==> images/density.png <==
6 x 6 tiles, from white (low) to dark blue (high), 0 to 100% covered.
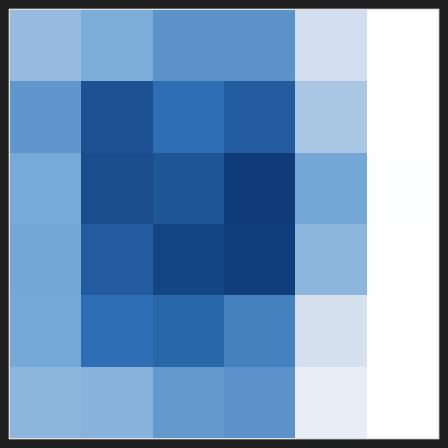
==> images/final_congestion.png <==
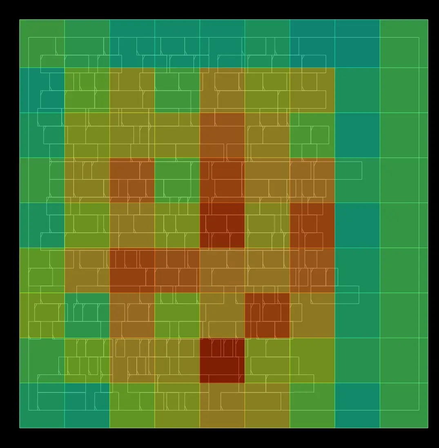
[config.mk]
export PLATFORM = sky130hd
export DESIGN_NAME = mux_arbiter_2to1
export DESIGN_NICKNAME = d
export VERILOG_FILES = /design/src/rtl/mux_arbiter_2to1.sv
export SDC_FILE = /design/constraint.sdc
export NUM_CORES = 1
export LEC_CHECK = 0
export CAP_MARGIN = 20
export CORE_MARGIN = 1
export CORE_UTILIZATION = 35
export CTS_CLUSTER_SIZE = 14
export DETAILED_ROUTE_END_ITERATION = 8
export GPL_TIMING_DRIVEN = 0
export PLACE_DENSITY_LB_ADDON = 0.25
export REMOVE_ABC_BUFFERS = 1
export SLEW_MARGIN = 10
export SYNTH_ARGS = -nofsm -noshare
export SYNTH_HDL_FRONTEND = slang
export SYNTH_SLANG_ARGS = --single-unit
[constraint.sdc]
create_clock -name clk -period 1.6 [get_ports clk]
set_input_delay 0.24 -clock clk [delete_from_list [all_inputs] [get_ports clk]]
set_output_delay 0.24 -clock clk [all_outputs]
set_load 0.005 [all_outputs]
[src/rtl/mux_arbiter_2to1.sv]
// Two-input packet arbiter with round-robin grant, packet lock, forced release
// after MAX_BEATS beats and a single registered output stage.
module mux_arbiter_2to1 #(
    parameter int unsigned WIDTH     = 8,
    parameter int unsigned MAX_BEATS = 16
) (
    input  logic             clk,
    input  logic             rst_n,
    input  logic [WIDTH-1:0] din_0,
    input  logic             din_0_valid,
    input  logic             din_0_last,
    output logic             din_0_ready,
    input  logic [WIDTH-1:0] din_1,
    input  logic             din_1_valid,
    input  logic             din_1_last,
    output logic             din_1_ready,
    output logic [WIDTH-1:0] dout,
    output logic             dout_valid,
    output logic             dout_last,
    input  logic             dout_ready,
    output logic             sel,
    output logic             busy,
    output logic             overrun
);

    localparam logic [7:0] MaxBeats = 8'(MAX_BEATS);

    typedef enum logic [1:0] {
        StIdle   = 2'd0,
        StGrant0 = 2'd1,
        StGrant1 = 2'd2
    } state_e;

    state_e           state_q, state_d;
    logic             rr_q, rr_d;
    logic             sel_q, sel_d;
    logic [7:0]       cnt_q, cnt_d;
    logic [WIDTH-1:0] dout_q, dout_d;
    logic             dout_valid_q, dout_valid_d;
    logic             dout_last_q, dout_last_d;
    logic             overrun_q, overrun_d;

    logic             out_free;
    logic             acc;
    logic             acc_last;
    logic [WIDTH-1:0] acc_data;
    logic [7:0]       cnt_inc;
    logic             forced;

    // Upstream handshake: only the granted side sees ready, and only when the
    // output register is empty or draining this cycle.
    always_comb begin
        out_free    = !dout_valid_q || dout_ready;
        din_0_ready = (state_q == StGrant0) && out_free;
        din_1_ready = (state_q == StGrant1) && out_free;
        acc         = (din_0_valid && din_0_ready) || (din_1_valid && din_1_ready);
        acc_data    = (state_q == StGrant1) ? din_1 : din_0;
        acc_last    = (state_q == StGrant1) ? din_1_last : din_0_last;
        cnt_inc     = cnt_q + 8'd1;
        // Beat limit reached without a last: close the packet on this beat.
        forced      = acc && !acc_last && (cnt_inc == MaxBeats);
    end

    // Grant FSM: round-robin arbitration in idle, packet lock while granted.
    always_comb begin
        state_d = state_q;
        rr_d    = rr_q;
        sel_d   = sel_q;
        cnt_d   = cnt_q;
        unique case (state_q)
            StIdle: begin
                cnt_d = '0;
                if (din_0_valid && din_1_valid) begin
                    // rr names the last served side, so the other one wins.
                    state_d = rr_q ? StGrant0 : StGrant1;
                    sel_d   = !rr_q;
                    rr_d    = !rr_q;
                end else if (din_0_valid) begin
                    state_d = StGrant0;
                    sel_d   = 1'b0;
                    rr_d    = 1'b0;
                end else if (din_1_valid) begin
                    state_d = StGrant1;
                    sel_d   = 1'b1;
                    rr_d    = 1'b1;
                end
            end
            StGrant0, StGrant1: begin
                if (acc) begin
                    cnt_d = cnt_inc;
                    if (acc_last || forced) begin
                        state_d = StIdle;
                    end
                end
            end
            default: state_d = StIdle;
        endcase
    end

    // Output register: load on accept, otherwise drain when downstream takes it.
    always_comb begin
        dout_d       = dout_q;
        dout_valid_d = dout_valid_q;
        dout_last_d  = dout_last_q;
        overrun_d    = forced;
        if (acc) begin
            dout_d       = acc_data;
            dout_last_d  = acc_last || forced;
            dout_valid_d = 1'b1;
        end else if (dout_ready) begin
            dout_valid_d = 1'b0;
        end
    end

    // State registers with synchronous active-low reset.
    always_ff @(posedge clk) begin
        if (!rst_n) begin
            state_q      <= StIdle;
            rr_q         <= 1'b1;
            sel_q        <= 1'b0;
            cnt_q        <= '0;
            dout_q       <= '0;
            dout_valid_q <= 1'b0;
            dout_last_q  <= 1'b0;
            overrun_q    <= 1'b0;
        end else begin
            state_q      <= state_d;
            rr_q         <= rr_d;
            sel_q        <= sel_d;
            cnt_q        <= cnt_d;
            dout_q       <= dout_d;
            dout_valid_q <= dout_valid_d;
            dout_last_q  <= dout_last_d;
            overrun_q    <= overrun_d;
        end
    end

    assign dout       = dout_q;
    assign dout_valid = dout_valid_q;
    assign dout_last  = dout_last_q;
    assign sel        = sel_q;
    assign busy       = (state_q != StIdle);
    assign overrun    = overrun_q;

endmodule

==> qor.csv <==
stage;metric;value;unit
cells_and_area;final_nets;224;
worst_setup_path;rr_startpoint;state_q[1]$_SDFFE_PN0P_;
final_timing;final.period_utilization;108;%
final_timing;final-hold-violation-count;0;
cells_and_area;signal_buffers;49;
worst_setup_path;r2r_setup_slack;-0.13;ns
worst_setup_path;cpMaxStageDelayCell;dfxtp_4;
logic_synthesis;top_cells_by_area;dfxtp_1 36%, mux2i_1 7.0%, a211oi_1 5.8%;
cells_and_area;biggestCellCategory;logic gates;
final_timing;fin_worst_skew;0.00231;ns
detailed_routing;highest_layer;met4;
final_timing;fmax;577;MHz
power;p_comb;0.969;mW
die;die_h;62.6;um
status;status;finished, violations left;
power;total_power;1.95;mW
die;die_w;62.6;um
global_route;use_met1;20.0;%
worst_setup_path;startpoint;state_q[1]$_SDFFE_PN0P_;
final_timing;finalCriticalPeriod;1.73;ns
placed_design;port_buffers;37;
cells_and_area;final_core_utilization;59.2;%
status;failed_checks;negative setup slack;
logic_synthesis;ys_seq_share;35.9;%
worst_setup_path;endpoint;state_q[1]$_SDFFE_PN0P_;
cells_and_area;nFillCells;297;
worst_setup_path;cp.depth;8;
min_path;holdPathEnd;sel$_SDFFE_PN0P_;
logic_synthesis;synthAdderAreaFrac;4.87;%
worst_setup_path;worstPathArrival;1.94;ns
cells_and_area;clkbuf_count;3;
power;p_clk;0.276;mW
final_timing;maxSlewViolCount;0;
detailed_routing;wl_met3;115;um
final_timing;finalWorstSetupSlack;-0.132;ns
cells_and_area;logic_gate_count;112;
placed_design;placed_area;1640;um^2
placed_design;dp_hpwl;2200;um
min_path;hold_path.class;register to register;
final_timing;finalSetupViolCount;10;
job;tool_warnings;30;
global_route;grt.met2_usage;34.9;%
detailed_routing;drt-met1-wl;1550;um
worst_setup_path;critPathRequiredTime;1.81;ns
cts;ctsResizeCount;36;
power;ir_drop;0.491;mV
die;core;3420;um^2
logic_synthesis;ys_top_logic_family;AND-OR/OR-AND gates;
worst_setup_path;rr_worst_depth;8;
die;chip_area;3910;um^2
## Picture notes: density.png
The fullest tile reaches 96%. The emptiest ninth of the die: bottom right. 17% of the tiles are nearly empty. The mean over all tiles is 50%. 28% of the tiles are over 75% full. The densest ninth of the die: middle.

## Picture notes: final_congestion.png
grt peak-use layer: met2
Total Routing Usage GR: 18.2%
drt wl/cell: 14.6 um
met3 Track Usage GR: 2.74%

No activity file was given, so power comes from the tool's default toggle rates.
